==> images/pdn.png <==
Pins as bars on the die edge. Tap cells in grey.
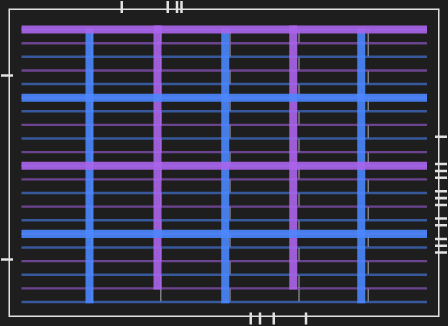
==> images/cell_classes.png <==
The bar under the picture is 20 um long.
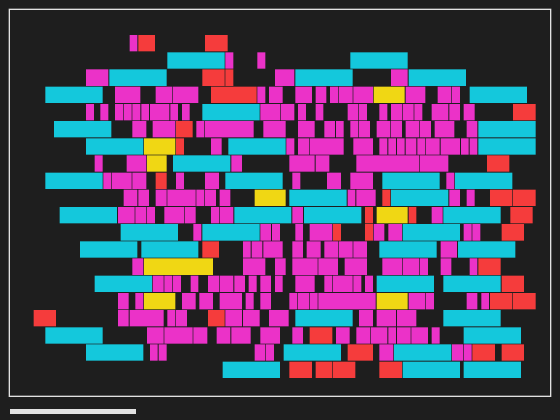
==> images/clock_map.png <==
The bar under the picture is 20 um long.
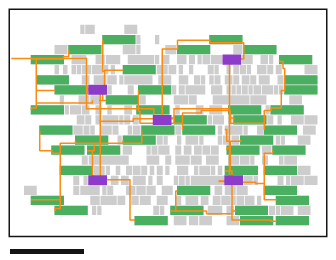
==> images/final_clocks.png <==
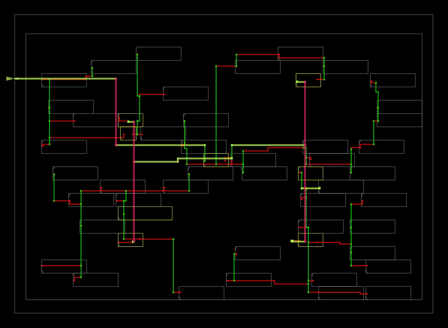
==> images/gate_families.png <==
The bar under the picture is 20 um long.
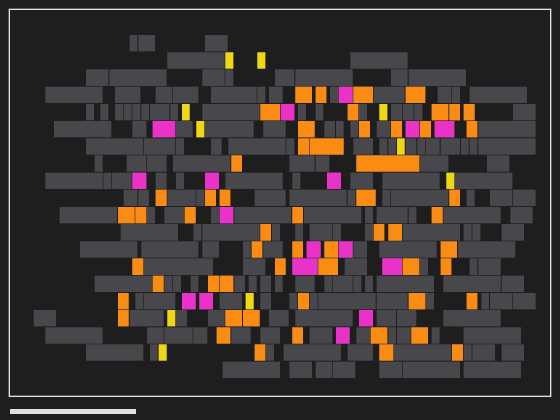
===== config.mk =====
export PLATFORM = sky130hd
export DESIGN_NAME = pdm_mic_receiver
export DESIGN_NICKNAME = d
export VERILOG_FILES = /design/src/rtl/pdm_mic_receiver_pkg.sv /design/src/rtl/pdm_mic_receiver_clk_gen.sv /design/src/rtl/pdm_mic_receiver.sv
export SDC_FILE = /design/constraint.sdc
export NUM_CORES = 1
export LEC_CHECK = 0
export CAP_MARGIN = 15
export CORE_ASPECT_RATIO = 0.7
export CORE_MARGIN = 2
export CORE_UTILIZATION = 51
export CTS_CLUSTER_SIZE = 10
export DETAILED_ROUTE_END_ITERATION = 10
export GPL_ROUTABILITY_DRIVEN = 0
export GPL_TIMING_DRIVEN = 0
export PLACE_DENSITY = 0.85
export SLEW_MARGIN = 20
export SYNTH_ARGS = -nofsm -noshare
export SYNTH_HDL_FRONTEND = slang
export SYNTH_SLANG_ARGS = --single-unit
export TNS_END_PERCENT = 100

===== constraint.sdc =====
create_clock -name clk_i -period 2.7 [get_ports clk_i]
set_input_delay 0.54 -clock clk_i [delete_from_list [all_inputs] [get_ports clk_i]]
set_output_delay 0.54 -clock clk_i [all_outputs]
set_load 0.02 [all_outputs]

===== src/rtl/pdm_mic_receiver_pkg.sv =====
// pdm_mic_receiver_pkg: shared PDM receiver constants and width helpers.
package pdm_mic_receiver_pkg;

    localparam int unsigned PDM_CLK_DIV_DEF = 6;
    localparam int unsigned PDM_DECIM_DEF   = 64;
    localparam int unsigned PDM_THRESH_DEF  = 24;
    localparam int unsigned PDM_HOLDOFF_DEF = 512;
    localparam int unsigned PDM_HALF_DEF    = PDM_DECIM_DEF / 2;

    // Width needed to hold a ones count of 0..decim inclusive.
    function automatic int unsigned pdm_sample_w(input int unsigned decim);
        return $clog2(decim) + 1;
    endfunction

    // Half-scale value: the count a silent (50% density) stream produces.
    function automatic int unsigned pdm_half(input int unsigned decim);
        return decim / 2;
    endfunction

endpackage


===== src/rtl/pdm_mic_receiver_clk_gen.sv =====
// pdm_clk_gen: microphone clock divider. Produces mic_clk and a one-cycle
// capture strobe on the cycle whose clock edge takes mic_clk from 1 to 0.
module pdm_clk_gen
    import pdm_mic_receiver_pkg::*;
#(
    parameter int unsigned CLK_DIV = PDM_CLK_DIV_DEF
) (
    input  logic clk_i,
    input  logic rst_i,
    input  logic en_i,
    output logic mic_clk_o,
    output logic cap_stb_o
);
    localparam int unsigned DIV_W = $clog2(CLK_DIV);
    localparam logic [DIV_W-1:0] DIV_LAST = DIV_W'(CLK_DIV - 1);

    logic [DIV_W-1:0] div_cnt_q, div_cnt_d;
    logic             mic_clk_q, mic_clk_d;
    logic             wrap;

    assign wrap = (div_cnt_q == DIV_LAST);

    // Next-state: count while enabled, toggle mic_clk on wrap, park low when disabled
    always_comb begin
        div_cnt_d = div_cnt_q;
        mic_clk_d = mic_clk_q;
        if (!en_i) begin
            div_cnt_d = '0;
            mic_clk_d = 1'b0;
        end else if (wrap) begin
            div_cnt_d = '0;
            mic_clk_d = ~mic_clk_q;
        end else begin
            div_cnt_d = div_cnt_q + 1'b1;
        end
    end

    // Divider state registers
    always_ff @(posedge clk_i or posedge rst_i) begin
        if (rst_i) begin
            div_cnt_q <= '0;
            mic_clk_q <= 1'b0;
        end else begin
            div_cnt_q <= div_cnt_d;
            mic_clk_q <= mic_clk_d;
        end
    end

    assign mic_clk_o = mic_clk_q;
    assign cap_stb_o = en_i & wrap & mic_clk_q;

endmodule


===== src/rtl/pdm_mic_receiver.sv =====
// pdm_mic_receiver: PDM microphone receiver. Counts ones per DECIM-bit window,
// reports |sample - DECIM/2| as loudness and strobes clap on loud windows with
// a holdoff. Define PDM_PEAK_EN to add the peak-hold tracker (peak_clr_i/peak_o).
module pdm_mic_receiver
    import pdm_mic_receiver_pkg::*;
#(
    parameter int unsigned CLK_DIV  = PDM_CLK_DIV_DEF,
    parameter int unsigned DECIM    = PDM_DECIM_DEF,
    parameter int unsigned SAMPLE_W = pdm_sample_w(DECIM),
    parameter int unsigned THRESH   = PDM_THRESH_DEF,
    parameter int unsigned HOLDOFF  = PDM_HOLDOFF_DEF
) (
    input  logic                clk_i,
    input  logic                rst_i,
    input  logic                en_i,
    input  logic                mic_data_i,
    output logic                mic_clk_o,
    output logic                mic_lrsel_o,
    output logic [SAMPLE_W-1:0] sample_o,
    output logic                sample_valid_o,
    output logic [SAMPLE_W-1:0] level_o,
    output logic                clap_o
`ifdef PDM_PEAK_EN
    ,
    input  logic                peak_clr_i,
    output logic [SAMPLE_W-1:0] peak_o
`endif
);
    localparam int unsigned BC_W = $clog2(DECIM);
    localparam int unsigned HO_W = (HOLDOFF == 0) ? 1 : $clog2(HOLDOFF + 1);
    localparam logic [SAMPLE_W-1:0] HALF     = SAMPLE_W'(pdm_half(DECIM));
    localparam logic [SAMPLE_W-1:0] THR      = SAMPLE_W'(THRESH);
    localparam logic [BC_W-1:0]     BIT_LAST = BC_W'(DECIM - 1);
    localparam logic [HO_W-1:0]     HO_LOAD  = HO_W'(HOLDOFF);

    logic                cap_stb;
    logic [1:0]          sync_q;
    logic                bit_s;
    logic                win_end;
    logic [BC_W-1:0]     bit_cnt_q, bit_cnt_d;
    logic [SAMPLE_W-1:0] ones_cnt_q, ones_cnt_d;
    logic [SAMPLE_W-1:0] sample_q, sample_d, level_q, level_d;
    logic [SAMPLE_W-1:0] sample_new, level_new;
    logic                valid_q, valid_d, clap_q, clap_d;
    logic [HO_W-1:0]     holdoff_q, holdoff_d;

    pdm_clk_gen #(
        .CLK_DIV (CLK_DIV)
    ) u_clk_gen (
        .clk_i     (clk_i),
        .rst_i     (rst_i),
        .en_i      (en_i),
        .mic_clk_o (mic_clk_o),
        .cap_stb_o (cap_stb)
    );

    // Two-flop synchroniser for the asynchronous mic data; free-running
    always_ff @(posedge clk_i or posedge rst_i) begin
        if (rst_i) sync_q <= '0;
        else       sync_q <= {sync_q[0], mic_data_i};
    end

    assign bit_s      = sync_q[1];
    assign win_end    = cap_stb && (bit_cnt_q == BIT_LAST);
    assign sample_new = ones_cnt_q + SAMPLE_W'(bit_s);
    assign level_new  = (sample_new >= HALF) ? (sample_new - HALF) : (HALF - sample_new);

    // Decimator, level and clap next-state; disable discards the partial window
    always_comb begin
        bit_cnt_d  = bit_cnt_q;
        ones_cnt_d = ones_cnt_q;
        sample_d   = sample_q;
        level_d    = level_q;
        holdoff_d  = holdoff_q;
        valid_d    = 1'b0;
        clap_d     = 1'b0;
        if (!en_i) begin
            bit_cnt_d  = '0;
            ones_cnt_d = '0;
            holdoff_d  = '0;
        end else if (win_end) begin
            bit_cnt_d  = '0;
            ones_cnt_d = '0;
            sample_d   = sample_new;
            level_d    = level_new;
            valid_d    = 1'b1;
            if ((level_new >= THR) && (holdoff_q == '0)) begin
                clap_d    = 1'b1;
                holdoff_d = HO_LOAD;
            end else if (holdoff_q != '0) begin
                holdoff_d = holdoff_q - 1'b1;
            end
        end else if (cap_stb) begin
            bit_cnt_d  = bit_cnt_q + 1'b1;
            ones_cnt_d = sample_new;
        end
    end

    // Decimator, output and holdoff registers
    always_ff @(posedge clk_i or posedge rst_i) begin
        if (rst_i) begin
            bit_cnt_q  <= '0;
            ones_cnt_q <= '0;
            sample_q   <= '0;
            level_q    <= '0;
            valid_q    <= 1'b0;
            clap_q     <= 1'b0;
            holdoff_q  <= '0;
        end else begin
            bit_cnt_q  <= bit_cnt_d;
            ones_cnt_q <= ones_cnt_d;
            sample_q   <= sample_d;
            level_q    <= level_d;
            valid_q    <= valid_d;
            clap_q     <= clap_d;
            holdoff_q  <= holdoff_d;
        end
    end

    assign mic_lrsel_o    = 1'b0;
    assign sample_o       = sample_q;
    assign level_o        = level_q;
    assign sample_valid_o = valid_q;
    assign clap_o         = clap_q;

`ifdef PDM_PEAK_EN
    logic [SAMPLE_W-1:0] peak_q;

    // Peak hold of level; a clear coinciding with a fresh sample restarts from it
    always_ff @(posedge clk_i or posedge rst_i) begin
        if (rst_i) begin
            peak_q <= '0;
        end else if (peak_clr_i) begin
            peak_q <= valid_q ? level_q : '0;
        end else if (valid_q && (level_q > peak_q)) begin
            peak_q <= level_q;
        end
    end

    assign peak_o = peak_q;
`endif

endmodule


==> run_results.csv <==
group,metric,value,unit
cts,cts_hold_buffers,0,
final_layout,fin_util,63.6,%
final_timing,period_used_share,95.2,%
hold_path,hold_start,"sync_q[0]$_DFF_PP0_",
synthesis,ys_top_logic_family,"simple AND/OR/NAND/NOR gates",
run_status,run_status,"complete, no violations",
routing,drt_iter0_markers,181,
hold_path,hold_path.class,"flop to flop",
global_route,grt_pass1_vias,1827,
synthesis,ys_sh_xor,2.96,%
power,power.combinational.total,0.0000569,W
die,n_tap_cell,55,
global_route,grt_max_degree,26,
routing,first_pass_iters,4,
final_layout,nFillCells,369,
final_timing,finalWorstSetupSlack,129,ps
final_timing,clock.fmax,389,MHz
power,p_int,0.000986,W
synthesis,yosys_area,2370,sq um
placed_design,portBuffers,19,
synthesis,async_reset_ff_share,100,%
worst_setup_path,r2r_slack,130,ps
cts,ctsHtreeMaxLevel,2,
placed_design,dp.cells,330,
final_layout,nonClkBufAreaFrac,10.4,%
power,powerClk,0.000544,W
final_layout,area_delta_synth_final,18.3,%
final_layout,logic_gates,187,
final_layout,mostFrequentLayoutCell,"dfrtp_1",
synthesis,ys.warnings.count,0,
synthesis,avgSynthCellArea,9.29,sq um
worst_setup_path,cp_slowest_stage_delay,420,ps
final_timing,min_period,2570,ps
cts,clockRootBuffer,"clkbuf_8",
final_timing,timing.setup.tns,0,ps
About pdn.png:
| colour | net |
|---|---|
| purple | VDD |
| blue | VSS |
tap cells: 55
met4 straps: 5
signal pins: 22
rows: 20
met1 rails: 21
Die Span Y: 61.0 um
Core Region: 4400 sq um
chip width: 85.5 um
Worst IR Drop VDD: 0.282 mV

About cell_classes.png:
| colour | class | cells |
|---|---|---|
| yellow | clock drivers and dummy loads | 8 |
| red | other buffers and delay cells | 34 |
| magenta | all other logic | 197 |
| cyan | flip-flops | 44 |

About clock_map.png:
[purple] cells driving clock nets | count: 5
[green] flip-flops | count: 44
[orange] clock wires | length: 567 um
routed clock nets: 6
flops lie: widely spread

About final_clocks.png:
Clock Skew: 16.4 ps
CTS sink count: 44
Clock Buffer Count: 6
flop count: 44

About gate_families.png:
| colour | family | cells |
|---|---|---|
| magenta | AND and OR gates | 17 |
| yellow | inverters | 10 |
| orange | inverting AOI/OAI gates | 57 |

==> routing by layer <==
metal | GRT usage, % | vias up | part of all wire (%) | routed length [um]
met5 | 0 | - | 0 | 0
met4 | 6.80 | 0 | 1.4 | 70
met3 | 4.42 | 8 | 5.7 | 289
met2 | 33.3 | 65 | 44 | 2260
met1 | 30.4 | 948 | 49 | 2490
li1 | - | 974 | - | -
==> flip-flops by register name, summed over array words and instances (netlist names), 2 cells and up <==
register	count
sync_q	2
holdoff_q	10
ones_cnt_q	7
level_o	6
sample_o	7
bit_cnt_q	6
u_clk_gen.div_cnt_q	3
Power is estimated from default activity; no workload was simulated.
